--- src/rtl/sakebi_rmii_rx_stream.sv ---
// RMII receiver in the REF_CLK domain: strips preamble/SFD, packs bytes into an
// AXI-Stream, checks FCS/length/alignment and buffers beats in an output FIFO.
module sakebi_rmii_rx_stream #(
   parameter int DATA_WIDTH = 8,
   parameter int FIFO_DEPTH = 16,
   parameter int MIN_FRAME  = 64,
   parameter int DIV_10M    = 10
) (
   input  logic                    i_rmii_REF_CLK,
   input  logic                    i_rmii_RESET,
   input  logic                    i_speed_100,
   input  logic                    i_rmii_CRS_DV,
   input  logic [1:0]              i_rmii_RXD,
   output logic                    o_axis_TVALID,
   input  logic                    i_axis_TREADY,
   output logic [DATA_WIDTH-1:0]   o_axis_TDATA,
   output logic [DATA_WIDTH/8-1:0] o_axis_TKEEP,
   output logic                    o_axis_TLAST,
   output logic                    o_axis_TUSER,
   output logic                    o_frame_ok,
   output logic                    o_frame_err,
   output logic                    o_overflow
);

   localparam int NB  = DATA_WIDTH / 8;
   localparam int ACW = $clog2(NB + 1);
   localparam int AW  = $clog2(FIFO_DEPTH);
   localparam int CW  = AW + 2;
   localparam int DCW = (DIV_10M > 1) ? $clog2(DIV_10M) : 1;
   localparam int EW  = DATA_WIDTH + NB + 2;

   localparam logic [2:0] ST_IDLE     = 3'd0;
   localparam logic [2:0] ST_PREAMBLE = 3'd1;
   localparam logic [2:0] ST_SFD      = 3'd2;
   localparam logic [2:0] ST_DATA     = 3'd3;
   localparam logic [2:0] ST_DROP     = 3'd4;
   localparam logic [2:0] ST_ERROR    = 3'd5;

   localparam logic [CW-1:0]  NONFINAL_LIM = CW'(FIFO_DEPTH - 1);
   localparam logic [AW:0]    MEM_FULL     = (AW + 1)'(FIFO_DEPTH);
   localparam logic [DCW-1:0] DIV_LAST     = DCW'(DIV_10M - 1);
   localparam logic [DCW-1:0] DIV_MID      = DCW'(DIV_10M / 2 - 1);

   function automatic logic [31:0] crc_next(input logic [31:0] c, input logic [7:0] d);
      logic [31:0] r;
      r = c;
      for (int i = 0; i < 8; i++)
         r = (r[0] ^ d[i]) ? ((r >> 1) ^ 32'hEDB88320) : (r >> 1);
      return r;
   endfunction

   function automatic logic [NB-1:0] fill_keep(input logic [ACW-1:0] n);
      logic [NB-1:0] k;
      for (int i = 0; i < NB; i++)
         k[i] = (ACW'(i) < n);
      return k;
   endfunction

   logic                  crs_q, crs_prev, armed, strobe, rise_idle;
   logic [1:0]            rxd_q, dibit_cnt;
   logic [2:0]            state;
   logic [DCW-1:0]        div_cnt;
   logic [7:0]            sr, next_sr, new_byte;
   logic                  byte_done, eof, misalign, frame_bad;
   logic [31:0]           crc;
   logic [15:0]           byte_cnt;
   logic [DATA_WIDTH-1:0] acc;
   logic [ACW-1:0]        acc_cnt;
   logic                  push, mem_wr, load, ovf_now, ok_now, err_now, push_last, push_user;
   logic [NB-1:0]         push_keep;
   logic [EW-1:0]         mem [FIFO_DEPTH];
   logic [AW-1:0]         wr_ptr, rd_ptr;
   logic [AW:0]           mem_count;
   logic [CW-1:0]         fifo_count;

   // Input capture is left unreset so the first sample after reset is genuine.
   always_ff @(posedge i_rmii_REF_CLK) begin
      crs_q    <= i_rmii_CRS_DV;
      crs_prev <= crs_q;
      rxd_q    <= i_rmii_RXD;
   end

   assign rise_idle = (state == ST_IDLE) && crs_q && !crs_prev;
   assign strobe    = i_speed_100 ? 1'b1 : (!rise_idle && div_cnt == DIV_MID);
   assign next_sr   = {rxd_q, sr[7:2]};

   always_ff @(posedge i_rmii_REF_CLK) begin
      if (i_rmii_RESET || rise_idle || div_cnt == DIV_LAST)
         div_cnt <= '0;
      else
         div_cnt <= div_cnt + DCW'(1);
   end

   always_ff @(posedge i_rmii_REF_CLK) begin
      if (i_rmii_RESET) begin
         state     <= ST_IDLE;
         armed     <= 1'b0;
         sr        <= '0;
         dibit_cnt <= '0;
         byte_done <= 1'b0;
         new_byte  <= '0;
         eof       <= 1'b0;
         misalign  <= 1'b0;
         crc       <= '1;
         byte_cnt  <= '0;
      end else begin
         byte_done <= 1'b0;
         eof       <= 1'b0;
         if (!crs_q)
            armed <= 1'b1;
         // An overflow abandons the frame even between strobes.
         if (ovf_now)
            state <= ST_DROP;
         else if (strobe) begin
            case (state)
               ST_IDLE:
                  if (crs_q && armed) state <= ST_PREAMBLE;
               ST_PREAMBLE:
                  if (!crs_q) state <= ST_IDLE;
                  else if (rxd_q == 2'b01) state <= ST_SFD;
                  else if (rxd_q != 2'b00) state <= ST_ERROR;
               ST_SFD:
                  if (!crs_q) state <= ST_IDLE;
                  else if (rxd_q == 2'b11) begin
                     state     <= ST_DATA;
                     dibit_cnt <= '0;
                     crc       <= '1;
                     byte_cnt  <= '0;
                  end else if (rxd_q != 2'b01) state <= ST_ERROR;
               ST_DATA:
                  if (!crs_q) begin
                     state    <= ST_IDLE;
                     eof      <= 1'b1;
                     misalign <= (dibit_cnt != 2'd0);
                  end else begin
                     sr        <= next_sr;
                     dibit_cnt <= dibit_cnt + 2'd1;
                     if (dibit_cnt == 2'd3) begin
                        byte_done <= 1'b1;
                        new_byte  <= next_sr;
                        crc       <= crc_next(crc, next_sr);
                        if (byte_cnt != 16'hFFFF) byte_cnt <= byte_cnt + 16'd1;
                     end
                  end
               ST_DROP, ST_ERROR:
                  if (!crs_q) state <= ST_IDLE;
               default:
                  state <= ST_IDLE;
            endcase
         end
      end
   end

   assign fifo_count = CW'(mem_count) + CW'(o_axis_TVALID);
   assign frame_bad  = (crc != 32'hDEBB20E3) || (byte_cnt < 16'(MIN_FRAME)) || misalign;

   // A full pending word is only released when the frame proves it has more bytes.
   always_comb begin
      push      = 1'b0;
      push_last = 1'b0;
      push_user = 1'b0;
      push_keep = fill_keep(acc_cnt);
      ovf_now   = 1'b0;
      ok_now    = 1'b0;
      err_now   = 1'b0;
      if (byte_done) begin
         if (acc_cnt == ACW'(NB)) begin
            push = 1'b1;
            if (fifo_count >= NONFINAL_LIM) begin
               push_last = 1'b1;
               push_user = 1'b1;
               ovf_now   = 1'b1;
               err_now   = 1'b1;
            end
         end
      end else if (eof) begin
         if (acc_cnt == '0)
            err_now = 1'b1;
         else begin
            push      = 1'b1;
            push_last = 1'b1;
            push_user = frame_bad;
            ok_now    = !frame_bad;
            err_now   = frame_bad;
         end
      end
   end

   assign mem_wr = push && (mem_count != MEM_FULL);
   assign load   = (mem_count != '0) && (!o_axis_TVALID || i_axis_TREADY);

   always_ff @(posedge i_rmii_REF_CLK) begin
      if (i_rmii_RESET) begin
         acc     <= '0;
         acc_cnt <= '0;
      end else if (byte_done) begin
         if (acc_cnt == ACW'(NB)) begin
            acc     <= ovf_now ? '0 : DATA_WIDTH'(new_byte);
            acc_cnt <= ovf_now ? '0 : ACW'(1);
         end else begin
            for (int i = 0; i < NB; i++)
               if (acc_cnt == ACW'(i)) acc[8*i +: 8] <= new_byte;
            acc_cnt <= acc_cnt + ACW'(1);
         end
      end else if (eof) begin
         acc     <= '0;
         acc_cnt <= '0;
      end
   end

   always_ff @(posedge i_rmii_REF_CLK) begin
      if (mem_wr)
         mem[wr_ptr] <= {push_user, push_last, push_keep, acc};
   end

   // The head beat lives in the output register, so TVALID counts as a FIFO entry.
   always_ff @(posedge i_rmii_REF_CLK) begin
      if (i_rmii_RESET) begin
         wr_ptr        <= '0;
         rd_ptr        <= '0;
         mem_count     <= '0;
         o_axis_TVALID <= 1'b0;
         o_axis_TDATA  <= '0;
         o_axis_TKEEP  <= '0;
         o_axis_TLAST  <= 1'b0;
         o_axis_TUSER  <= 1'b0;
         o_frame_ok    <= 1'b0;
         o_frame_err   <= 1'b0;
         o_overflow    <= 1'b0;
      end else begin
         o_frame_ok  <= ok_now;
         o_frame_err <= err_now;
         o_overflow  <= ovf_now;
         if (mem_wr)
            wr_ptr <= wr_ptr + AW'(1);
         if (load) begin
            {o_axis_TUSER, o_axis_TLAST, o_axis_TKEEP, o_axis_TDATA} <= mem[rd_ptr];
            rd_ptr        <= rd_ptr + AW'(1);
            o_axis_TVALID <= 1'b1;
         end else if (i_axis_TREADY)
            o_axis_TVALID <= 1'b0;
         case ({mem_wr, load})
            2'b10:   mem_count <= mem_count + (AW + 1)'(1);
            2'b01:   mem_count <= mem_count - (AW + 1)'(1);
            default: mem_count <= mem_count;
         endcase
      end
   end

endmodule

--- config.mk ---
export PLATFORM = sky130hd
export DESIGN_NAME = sakebi_rmii_rx_stream
export DESIGN_NICKNAME = d
export VERILOG_FILES = /design/src/rtl/sakebi_rmii_rx_stream.sv
export SDC_FILE = /design/constraint.sdc
export NUM_CORES = 1
export LEC_CHECK = 0
export CORE_MARGIN = 2
export CORE_UTILIZATION = 55
export DETAILED_ROUTE_END_ITERATION = 8
export GPL_ROUTABILITY_DRIVEN = 0
export PLACE_DENSITY_LB_ADDON = 0.25
export RECOVER_POWER = 100
export SYNTH_ARGS = -nofsm -noshare
export SYNTH_HDL_FRONTEND = slang
export SYNTH_SLANG_ARGS = --single-unit
--- constraint.sdc ---
create_clock -name i_rmii_REF_CLK -period 3.7 [get_ports i_rmii_REF_CLK]
set_input_delay 1.11 -clock i_rmii_REF_CLK [delete_from_list [all_inputs] [get_ports i_rmii_REF_CLK]]
set_output_delay 1.11 -clock i_rmii_REF_CLK [all_outputs]
set_load 0.01 [all_outputs]
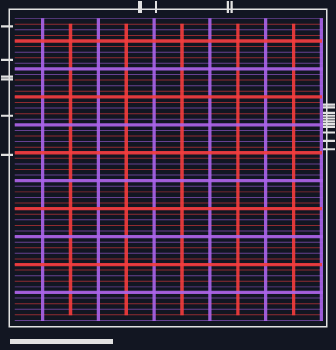
**Above:** run 1 (power grid).
Bar = 50 um. Pins as bars on the die edge.
legend:
  VSS:
    colour: purple
  VDD:
    colour: red
met1 rails: 55
met4 straps: 11
signal pins: 22
met5 straps: 10

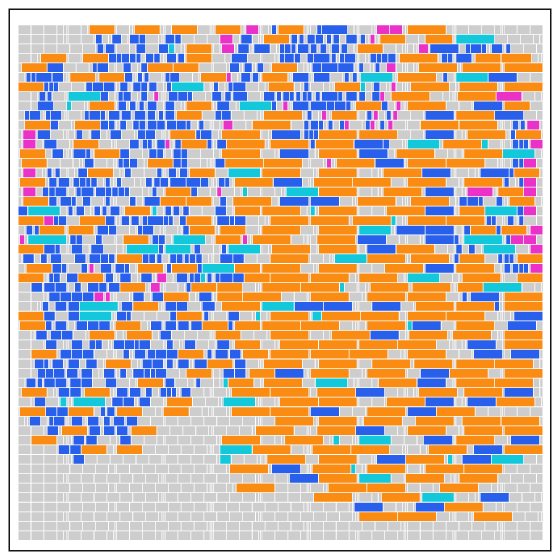
**Above:** run 1 (cell classes on the final placement).
Fill, decap, tap and diode cells in grey.
legend:
  flip-flops:
    colour: orange
    cells: 292
    share_of_their_area: 57%
  all other logic:
    colour: blue
    cells: 566
    share_of_their_area: 33%
  clock drivers and dummy loads:
    colour: cyan
    cells: 54
    share_of_their_area: 7.3%
  other buffers and delay cells:
    colour: magenta
    cells: 49
    share_of_their_area: 2.7%

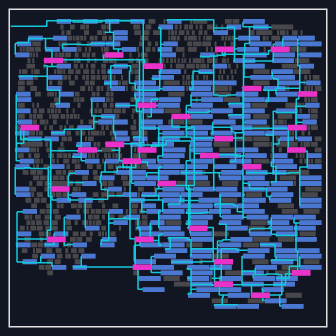
**Above:** run 1 (clock network drawn from the DEF).
legend:
  cells driving clock nets:
    colour: magenta
    count: 29
  clock wires:
    colour: cyan
    length: 3,120 um
  flip-flops:
    colour: blue
    count: 292
flops lie: all over the die
routed clock nets: 30
Late-Pin Clk Latency: 0.55 ns
Worst Skew: 0.0190 ns
clock network power share: 0.388
clock group power: 2.99 mW

==> GITHUB_STEP_SUMMARY, run 1 <==
### Metrics collected by this job

| Metric | Value |
|---|---|
| DP HPWL | 15.7 mm |
| CORE AREA | approximately 22,000 um^2 |
| Ys cells | between 900 and 1,000 |
| Row cnt | about 54 |
| Die Y-Extent | 154 um |
| Initial DRC Count | 477 |
| Outcome | complete, no violations |
| Nets | roughly 960 |
| CP Capture Type | flop |
| Drt total wl | between 20 and 25 mm |
| WS Path Type | input port to flop |
| Post-Syn Area per Cell | ~14 um^2 |
| Fin. Hold Viols | 0 |
| Setup TNS Final | 0 ns |
| EDFF count, synth | around 180 |
| Synthesis-to-finish area growth | 12.0% |
| Synth Warn # | 0 |
| Relative slew slack | 0.169 |
| Number of global-route vias before repair | approximately 7,400 |
| Post-layout util | 0.629 |
| DRC violations left | 0 |
| Most frequent logic cell in the layout | edfxtp_1 |
| Worst hold path type | flop to flop |
| Routed WL per cell | 19.1 um |
| Top Ports | 22 |
| Hold buffers post-CTS | 0 |
| Startpoint Class | input port |
| Final Instance Area | ~14,000 um^2 |
| Critical-path maximum fanout | 15 |
| Inserted Clock Buffers | 29 |
| CTS max path bufs | 3 |
| Die W | 154 um |
| Post-cts sizing count | 0 |
| Simple share | 0.0965 |
| Worst endpoint required time | approximately 4.2 ns |
| Main logic family | multiplexers |
| XOR/XNOR Area Share | 0.0589 |
| Fa+ha+maj area frac | 0.0189 |
| Slew Viols, Final | 0 |
| Initial antenna violation count | 0 |
| Floorplan net count | ~930 |
| Drt via density | between 5 and 6 |
| RSZ-0062 raised after global routing | no |
| Routed Antenna Nets | 0 |
| Leakage | roughly 4.3 nW |
| Synthesized cell area | 12,300 um^2 |
| Power Density | roughly 560 nW/um^2 |
| Fin crit period | ~3.3 ns |
| CP arrival | about 3.8 ns |
| Fraction of registers with async set/reset | 0 |
| Tightest Pin Transition | between 1 and 1.5 ns |
| Largest net degree at the start of global routing | 33 |
| Max rail drop VDD | around 460 uV |
| Non-filler cells, final | ~1,200 |
| Clock sinks | about 300 |
| Cell area after placement | ~13,000 um^2 |
| GRT Overall Usage | 0.208 |
| FILL cells | 1,630 |
| Tool warning count | 32 |
| Post-synthesis chip area from yosys | 12,300 um^2 |
| Postcts setup bufs | 0 |
| Placed Cells | around 1,200 |
| Max Cap Viol | 0 |
| Global-route wire length before repair | roughly 39 mm |
| Netlist cell types | 62 |
| Post-synthesis sequential area ratio | 0.616 |
| Syn Inst Count | between 900 and 1,000 |
| Most frequent cells in the layout | edfxtp_1, dfxtp_1, nor2_1, nand2_1, xnor2_1 |
| CTS tree | built |
| DR vias | between 7,000 and 8,000 |
| Dominant Register Cell | edfxtp_1 |
| Share of post-route cells with drive strength above 1 | 0.118 |
| Final Cycle Share | 0.888 |
run 1: final timing paths:
path	start	to	slack, ns	depth (start not counted)
setup reg to reg	mem_count[1]$_SDFFE_PP0P_	mem_count[4]$_SDFFE_PP0P_	0.53	12
hold / removal	armed$_SDFFE_PP0N_	armed$_SDFFE_PP0N_	0.45	2
setup / recovery	i_speed_100	byte_cnt[9]$_SDFFE_PP0P_	0.41	8
hold reg to reg	armed$_SDFFE_PP0N_	armed$_SDFFE_PP0N_	0.45	2
run 1: Yosys cell counts, types with 2 or more instances:
library cell  number  share of area
a211o_1            7         0.0050
nor2_1            64          0.019
nor4_1             7         0.0035
o21ai_0           10         0.0041
or4_1             10         0.0061
o41ai_1            2         0.0014
a2bb2oi_1         13         0.0092
a22o_1             8         0.0057
or3_1              3         0.0015
mux2i_1           11         0.0089
and3_1            12         0.0061
and4_1             3         0.0021
nor3b_1            2         0.0012
nand3b_1           4         0.0024
nand3_1           21         0.0085
nand4_1            8         0.0041
nand4b_1           4         0.0028
a31o_2             2         0.0014
ha_1              17          0.017
xor2_1            27          0.019
a211oi_1           2         0.0012
o21a_1             2         0.0012
nand2_1           57          0.017
dfxtp_1          116           0.19
o31ai_1            5         0.0030
a21o_1             2         0.0012
nor4b_1            2         0.0014
nand2b_1           7         0.0035
buf_1              4         0.0012
inv_1             24         0.0073
o211ai_1           4         0.0024
xnor2_1           56          0.040
buf_2             12         0.0049
o21bai_1          10         0.0061
nor2b_1            6         0.0030
clkbuf_1          33          0.010
a21oi_1           53          0.021
edfxtp_1         176           0.43
nor3_1            21         0.0085
mux4_2            55           0.10
a31oi_1            4         0.0020
and3b_1            2         0.0014
run 1: state kept, by name, summed over array words and instances (netlist names), 2 cells and up:
signal / cells
state: 3
dibit_cnt: 2
byte_cnt: 16
crc: 32
sr: 6
o_axis_TDATA: 8
mem_count: 5
acc: 8
mem: 176
rxd_q: 2
wr_ptr: 4
rd_ptr: 4
new_byte: 8
div_cnt: 4
run 1: where the power goes:
| part | internal [mW] | switching (mW) |
|---|---|---|
| logic | 0.515 | 0.509 |
| clock network | 1.80 | 1.20 |
| registers | 3.51 | 0.184 |
run 1: layout make-up:
class | count | area, um^2 | area share
multi-input combinational | 542 | 4420 | 0.320
inverter | 24 | 90.1 | 0.00652
tap | 280 | 350 | 0.0254
timing repair buffer | 49 | 368 | 0.0266
sequential | 292 | 7610 | 0.551
clock buffer | 36 | 752 | 0.0544
clock inverter | 18 | 229 | 0.0166
run 1: layer usage:
metal	share of wire	global-route usage
met1	0.44	0.277
met2	0.50	0.363
met3	0.039	0.0293
met4	0.023	0.0547
met5	0	0
run 1: per-stage QoR:
step | hold slack (ns) | worst slack, ns
final | 0.451 | 0.413
after global routing | 0.478 | 0.227
after CTS | 0.453 | 0.616
after detailed placement | 0.435 | 0.208
after global placement | 0.437 | 0.281
after floorplan | 0.358 | 0.375
run 1: worst max-delay path, cell delays in order:
cell	delay, ns
dlygate4sd3_1	0.55
or4b_1	0.46
o32a_1	0.42
and2_2	0.26
nand2_1	0.17
clkbuf_1	0.47
o41ai_1	0.18
a21oi_1	0.14
==> inputs of run 2 (changes only) <==
--- a/config.mk
+++ b/config.mk
@@ -7,6 +7,7 @@
 export LEC_CHECK = 0
 export CORE_MARGIN = 2
 export CORE_UTILIZATION = 55
+export CTS_BUF_LIST = sky130_fd_sc_hd__clkbuf_2 sky130_fd_sc_hd__clkbuf_4 sky130_fd_sc_hd__clkbuf_8
 export DETAILED_ROUTE_END_ITERATION = 8
 export GPL_ROUTABILITY_DRIVEN = 0
 export PLACE_DENSITY_LB_ADDON = 0.25
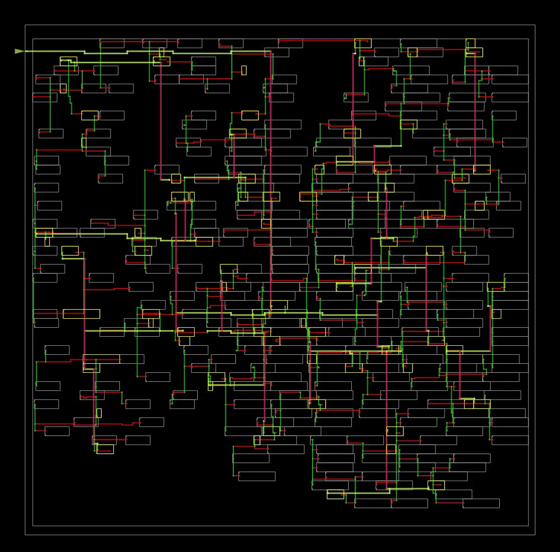
**Above:** run 2 (clock routing).
Late-Pin Clk Latency: 0.56 ns
clock sinks: 292
clock group power: 2.69 mW
clk_buf instances: 61

==> GITHUB_STEP_SUMMARY, run 2 <==
### Metrics collected by this job

| Metric | Value |
|---|---|
| Hold_sp | armed$_SDFFE_PP0N_ |
| Leakage | 4.31 nW (about the same) |
| Most frequent logic cell in the layout | edfxtp_1 |
| Inserted Clock Buffers | 46 (+59%) |
| Critical path startpoint | i_speed_100 |
| Top sig layer | met4 |
| Cell with the most instances after synthesis | edfxtp_1 |
| WS Path Type | input port to flop |
| Worst Skew | 0.0142 ns (-0.00477 ns) |
| Global-route wire length before repair | 39.6 mm (+0.39%) |
| Hold buffers post-CTS | 0 (unchanged) |
| CORE AREA | 22,000 um^2 (unchanged) |
| DP HPWL | 15.7 mm (unchanged) |
| Outcome | complete, no violations |
| Biggest regs | mem x176, crc x32, byte_cnt x16 |
| Critical-path maximum fanout | 15 (unchanged) |
| Post-Syn Area per Cell | 13.6 um^2 (unchanged) |
| Synthesized cell area | 12,300 um^2 (unchanged) |
| Ys cells | 908 (unchanged) |
| DR WL met2 | 11.9 mm (-0.22%) |
| ANT cells | 0 |
| Postcts setup bufs | 0 (unchanged) |
| Post-cts sizing count | 0 (unchanged) |
| Non-filler cells, final | 1,268 (+2.2%) |
| Drt via density | 5.82 (-1.1%) |
| Fraction of registers with async set/reset | 0 (unchanged) |
| Net Sw Frac | 0.258 (+0.0128) |
| Initial DRT Pass Iterations | 4 |
| List of most frequent post-synthesis cells | edfxtp_1, dfxtp_1, nor2_1 |
| Top Ports | 22 (unchanged) |
| Relative slew slack | 0.157 (-0.0119) |
| Place WS | 0.208 ns (unchanged) |
| Biggest area cells | edfxtp_1, dfxtp_1, mux4_2 |
| Worst endpoint required time | 4.16 ns (about the same) |
| Sw Pwr | 1.91 mW (+1.1%) |
| Peak Freq | ~300 MHz |
| Die W | 154 um (unchanged) |
| Cell Int Power | 5.49 mW (-5.6%) |
| Tightest Pin Transition | 1.26 ns (+0.0179 ns) |
| Tool warning count | 32 (unchanged) |
| EDFF count, synth | 176 (unchanged) |
| Max rail drop VDD | 359 uV (-23%) |
| GRT Overall Usage | 0.211 (+0.00328) |
| Share of post-route cells with drive strength above 1 | 0.144 (+0.0261) |
| Clock-pin slew on the worst setup and hold paths | ~0.06 ns |
| Hold slack | 0.444 ns (-0.00729 ns) |
| RR Startpoint | mem_count[1]$_SDFFE_PP0P_ |
| Max FFs per register | 176 (unchanged) |
| Dominant Register Cell | edfxtp_1 |
| Setup TNS Final | 0 ns (unchanged) |
| Final setup vio count | 0 |
| Total Power | around 7.4 mW |
| Slew Viols, Final | 0 (unchanged) |
| Row cnt | 54 (unchanged) |
| Area leader, netlist | edfxtp_1 |
| DRC violations left | 0 (unchanged) |
| Comb power frac | 0.138 (+0.005) |
| RSZ-0062 raised after global routing | no |
| Netlist cell types | 62 (unchanged) |
| Power Density | 539 nW/um^2 (-3.4%) |
| Syn Inst Count | 908 (unchanged) |
| CP Capture Type | flop |
| Most frequent cells in the layout | edfxtp_1, dfxtp_1, nor2_1, nand2_1, xnor2_1 |
| Seq cells post-synth | between 200 and 300 |
| Final Cycle Share | 0.889 (about the same) |
| Max Cap Viol | 0 (unchanged) |
| DR vias | 7,380 (+1.1%) |
| H-tree depth | 2 |
| Drt total wl | 24.0 mm (+1.3%) |
| Die Y-Extent | 154 um (unchanged) |
| Sequential power share | 0.498 (+0.019) |
| Synth top area share | 0.428 (unchanged) |
| Chip area | between 20,000 and 25,000 um^2 |
| Initial antenna violation count | 0 (unchanged) |
| Worst hold path type | flop to flop |
| CTS tree | built |
| PortBufs | 21 |
| GRT Residual Overflow | 0 |
| Number of global-route vias before repair | 7,555 (+1.6%) |
| M1 wire length | 10.5 mm (+1.7%) |
| Startpoint Class | input port |
| Fin. Hold Viols | 0 (unchanged) |
| Post-synthesis sequential area ratio | 0.616 (unchanged) |
| Routed WL per cell | 19.0 um (-0.82%) |
| Post-synthesis chip area from yosys | 12,300 um^2 (unchanged) |
| Placed Cells | 1,187 (unchanged) |
| Met3 wire len | 966 um (+3.4%) |
| CTS root buffer | clkbuf_8 |
| Flop2flop setup slack | 0.53 ns (about the same) |
| CP arrival | 3.75 ns (about the same) |
| Synthesis-to-finish area growth | 11.4% |
| Floorplan net count | 933 (unchanged) |
| Fin crit period | 3.29 ns (+0.00225 ns) |
| Floorplan core density | 0.562 |
| Reg with most FFs | mem |
| Largest net degree at the start of global routing | 33 (unchanged) |
| Fin worst setup slack | 0.410 ns (-0.00225 ns) |
| Nets | 980 (+1.8%) |
| Initial DRC Count | 442 (-7.3%) |
| Synth Warn # | 0 (unchanged) |
| Clock network power share | 0.364 (-0.024) |
| Routed Antenna Nets | 0 (unchanged) |
| CTS max path bufs | 3 (unchanged) |
-- run 2: critical path, cell delays in order --
cell	delay, ns
dlygate4sd3_1	0.55
or4b_1	0.46
o32a_1	0.42
and2_2	0.26
nand2_1	0.17
clkbuf_1	0.47
o21ai_0	0.20
o31ai_1	0.10
-- run 2: cells by family (layout without fill, tap and decap cells) --
logic type | after synthesis | in the layout | share of synthesized area
flops | 292 | 292 | 0.616
simple gates | 238 | 238 | 0.0965
compound gates | 136 | 136 | 0.0748
xor+xnor | 83 | 83 | 0.0589
buf+inv | 74 | 154 | 0.0243
mux | 67 | 67 | 0.110
fa+ha+maj | 18 | 18 | 0.0189
-- run 2: final timing paths --
kind | end | depth (start not counted)
worst max-delay path | byte_cnt[4]$_SDFFE_PP0P_ | 8
worst min-delay path | armed$_SDFFE_PP0N_ | 2
worst min register to register | armed$_SDFFE_PP0N_ | 2
worst max register to register | mem_count[4]$_SDFFE_PP0P_ | 12
-- run 2: per-layer routing --
layer / vias to the layer above / global-route usage
li1: 3510 / -
met1: 3647 / 0.275
met2: 164 / 0.360
met3: 59 / 0.0324
met4: 0 / 0.0846
met5: - / 0
-- run 2: power by group through the flow --
| stage | sequential, mW | clock (mW) | combinational (mW) |
|---|---|---|---|
| after global routing | 3.72 | 2.88 | 1.14 |
| after CTS | 3.70 | 2.75 | 1.06 |
| final | 3.69 | 2.69 | 1.02 |
| after floorplan | 3.66 | 0 | 0.802 |
| after detailed placement | 3.77 | 0 | 1.06 |
| after global placement | 3.77 | 0 | 1.04 |
-- run 2: cell type report --
cell class,instances,area (um^2)
fill,1653,8210
sequential,292,7610
multi-input combinational,542,4420
clock buffer,61,758
timing repair buffer,49,368
tap,280,350
clock inverter,20,144
inverter,24,90.1
-- run 2: per-stage QoR --
| step | area (um^2) | utilization |
|---|---|---|
| after floorplan | 12300 | - |
| after global placement | 13000 | 0.590 |
| after detailed placement | 13000 | 0.590 |
| after CTS | 13900 | 0.631 |
| after global routing | 13700 | 0.626 |
| final | 13700 | 0.626 |
==> inputs of run 3 (changes only) <==
--- a/config.mk
+++ b/config.mk
@@ -6,12 +6,13 @@
 export NUM_CORES = 1
 export LEC_CHECK = 0
 export CORE_MARGIN = 2
-export CORE_UTILIZATION = 55
+export CORE_UTILIZATION = 42
 export CTS_BUF_LIST = sky130_fd_sc_hd__clkbuf_2 sky130_fd_sc_hd__clkbuf_4 sky130_fd_sc_hd__clkbuf_8
 export DETAILED_ROUTE_END_ITERATION = 8
 export GPL_ROUTABILITY_DRIVEN = 0
 export PLACE_DENSITY_LB_ADDON = 0.25
 export RECOVER_POWER = 100
+export SLEW_MARGIN = 40
 export SYNTH_ARGS = -nofsm -noshare
 export SYNTH_HDL_FRONTEND = slang
 export SYNTH_SLANG_ARGS = --single-unit
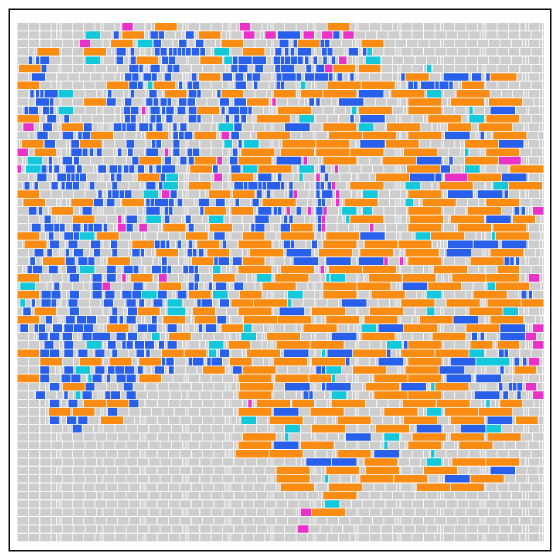
**Above:** run 3 (cell classes on the final placement).
Fill, decap, tap and diode cells in grey.
legend:
  other buffers and delay cells:
    colour: magenta
    cells: 55
    share_of_their_area: 3.0%
  all other logic:
    colour: blue
    cells: 566
    share_of_their_area: 33%
  clock drivers and dummy loads:
    colour: cyan
    cells: 90
    share_of_their_area: 7.2%
  flip-flops:
    colour: orange
    cells: 292
    share_of_their_area: 56%
CORE AREA: 28,900 um^2
sequential share of cell area: 0.544
post-layout util: 0.485

==> GITHUB_STEP_SUMMARY, run 3 <==
### Metrics collected by this job

| Metric | Value |
|---|---|
| Post-synthesis sequential area ratio | 0.616 (unchanged) |
| CTS root buffer | clkbuf_8 |
| Worst endpoint required time | 4.13 ns (-0.03 ns) |
| Cell with the most instances after synthesis | edfxtp_1 |
| Global-route wire length before repair | 42.2 mm (+6.7%) |
| Slew Viols, Final | 44 (+44) |
| Peak Freq | 317 MHz (+4.4%) |
| Setup TNS Final | 0 ns (unchanged) |
| Die Y-Extent | 175 um (+14%) |
| Ys cells | 908 (unchanged) |
| Hold slack | 0.446 ns (+0.00214 ns) |
| Reg with most FFs | mem |
| DRC violations left | 0 (unchanged) |
| Top Ports | 22 (unchanged) |
| CP arrival | 3.58 ns (-0.17 ns) |
| Share of post-route cells with drive strength above 1 | 0.153 (+0.00882) |
| Worst Skew | 0.0455 ns (+0.0314 ns) |
| H-tree depth | 2 (unchanged) |
| Drt total wl | 26.6 mm (+11%) |
| Startpoint Class | flop |
| Final Cycle Share | 0.852 (-0.0374) |
| Place WS | 0.180 ns (-0.0272 ns) |
| Power Density | 542 nW/um^2 (+0.56%) |
| DR vias | 7,365 (-0.20%) |
| Max Cap Viol | 1 (+1) |
| Post-cts sizing count | 0 (unchanged) |
| Die W | 175 um (+14%) |
| Most frequent cells in the layout | edfxtp_1, dfxtp_1, nor2_1, nand2_1 |
| ANT cells | 0 (unchanged) |
| Synthesis-to-finish area growth | 13.3% |
| Syn Inst Count | 908 (unchanged) |
| Floorplan core density | 0.428 (-0.134) |
| Chip area | 30,800 um^2 (+30%) |
| Routed Antenna Nets | 0 (unchanged) |
| Number of global-route vias before repair | 7,424 (-1.7%) |
| CTS max path bufs | 3 (unchanged) |
| Initial antenna violation count | 0 (unchanged) |
| Final setup vio count | 0 (unchanged) |
| Area leader, netlist | edfxtp_1 |
| GRT Overall Usage | 0.177 (-0.0339) |
| Failing checks | capacitance limit, slew limit |
| Dominant Register Cell | edfxtp_1 |
| Late-Pin Clk Latency | 0.59 ns (+0.03 ns) |
| CP Capture Type | flop |
| EDFF count, synth | 176 (unchanged) |
| Clock sinks | 292 (unchanged) |
| List of most frequent post-synthesis cells | edfxtp_1, dfxtp_1, nor2_1 |
| Synth Warn # | 0 (unchanged) |
| CTS tree | built |
| Critical-path maximum fanout | 9 (-6) |
| WS Path Type | flop to flop |
| GRT Residual Overflow | 0 (unchanged) |
| Synth top area share | 0.428 (unchanged) |
| PortBufs | 21 (unchanged) |
| Leakage | 4.38 nW (+1.6%) |
| Fin. Hold Viols | 0 (unchanged) |
| Synthesized cell area | 12,300 um^2 (unchanged) |
| Max FFs per register | 176 (unchanged) |
| Worst hold path type | flop to flop |
| Postcts setup bufs | 0 (unchanged) |
| Fin crit period | 3.15 ns (-0.139 ns) |
| Initial DRC Count | 507 (+15%) |
| Most frequent logic cell in the layout | edfxtp_1 |
| Relative slew slack | -0.262 (-0.419) |
| Inserted Clock Buffers | 48 (+4.3%) |
| Floorplan net count | 933 (unchanged) |
| RSZ-0062 raised after global routing | no |
| Flop2flop setup slack | 0.55 ns (+0.02 ns) |
| Biggest regs | mem x176, crc x32, byte_cnt x16 |
| Drt via density | 5.31 (-8.8%) |
| DP HPWL | 17.1 mm (+8.6%) |
| Hold buffers post-CTS | 0 (unchanged) |
| Seq cells post-synth | 292 (unchanged) |
| Tool warning count | 32 (unchanged) |
| Post-synthesis chip area from yosys | 12,300 um^2 (unchanged) |
| Largest net degree at the start of global routing | 44 (+33%) |
| Nets | 988 (+0.82%) |
| Netlist cell types | 62 (unchanged) |
| Initial DRT Pass Iterations | 4 (unchanged) |
| Routed WL per cell | 19.2 um (+1.1%) |
| Max rail drop VDD | 337 uV (-6.2%) |
| Fraction of registers with async set/reset | 0 (unchanged) |
| Fin worst setup slack | 0.549 ns (+0.139 ns) |
| Row cnt | 62 (+15%) |
| Biggest area cells | edfxtp_1, dfxtp_1, mux4_2 |
| Post-Syn Area per Cell | 13.6 um^2 (unchanged) |
| Clock-pin slew on the worst setup and hold paths | 0.06 ns (about the same) |
| Outcome | finished with violations |
| Tightest Pin Transition | 1.89 ns (+0.628 ns) |
-- run 3: cell count changes in the layout (fill, tap and decap cells not counted), sizes merged --
cell / change
clkinv: +8
clkbuf: +6
buf: +2
clkinvlp: -2
inv: +2
bufinv: -1
clkdlybuf4s50: +1
dlygate4sd3: -1
-- run 3: final timing paths --
| check | from | to | cells past startpoint |
|---|---|---|---|
| worst max-delay path | mem_count[1]$_SDFFE_PP0P_ | mem_count[4]$_SDFFE_PP0P_ | 12 |
| worst min-delay path | armed$_SDFFE_PP0N_ | armed$_SDFFE_PP0N_ | 2 |
| worst max register to register | mem_count[1]$_SDFFE_PP0P_ | mem_count[4]$_SDFFE_PP0P_ | 12 |
| worst min register to register | armed$_SDFFE_PP0N_ | armed$_SDFFE_PP0N_ | 2 |
-- run 3: final cells by class --
cell class,count,area [um^2]
flip-flops and latches,292,7610
well taps,384,480
clock buffers,63,811
repair buffers,55,399
fillers,2616,14900
inverters,24,90.1
multi-input cells,542,4430
clock inverters,27,161
-- run 3: stage by stage --
stage	power, mW	std cells	area [um^2]	utilization
floorplan	4.46	908	12300	-
global placement	4.87	1297	13100	0.455
detailed placement	4.88	1297	13100	0.455
CTS	7.70	1387	14100	0.489
global route	7.94	1387	14000	0.485
finish	7.58	1387	14000	0.485
-- run 3: per-layer routing --
layer,up-vias,wire length (um),GRT usage
met3,44,1000,0.0329
li1,3543,-,-
met1,3656,12000,0.237
met5,-,0,0
met2,122,13100,0.296
met4,0,518,0.0534
-- run 3: kinds of logic (layout without fill, tap and decap cells) --
logic type | count (synthesis) | count (layout) | share of synthesized area
mux | 67 | 67 | 0.110
xor+xnor | 83 | 83 | 0.0589
buf+inv | 74 | 169 | 0.0243
fa+ha+maj | 18 | 18 | 0.0189
simple gates | 238 | 238 | 0.0965
flops | 292 | 292 | 0.616
compound gates | 136 | 136 | 0.0748
-- run 3: where the power goes --
part	internal, mW	total [mW]	switching (mW)
clock network	1.52	2.81	1.30
logic	0.515	1.05	0.532
registers	3.51	3.72	0.208
-- run 3: critical path, cell delays in order, from the launching register on --
cell and delay, ns:
dfxtp_1 0.39, or4_1 0.62, o221a_2 0.37, inv_1 0.09
ha_1 0.22, inv_1 0.10, fa_1 0.38, nor2b_1 0.17
o21ai_0 0.12, and3_1 0.19, nor3_1 0.18, xnor2_1 0.14
nor2_1 0.05
Power figures rest on the tool's default switching activity, not on a simulated workload.
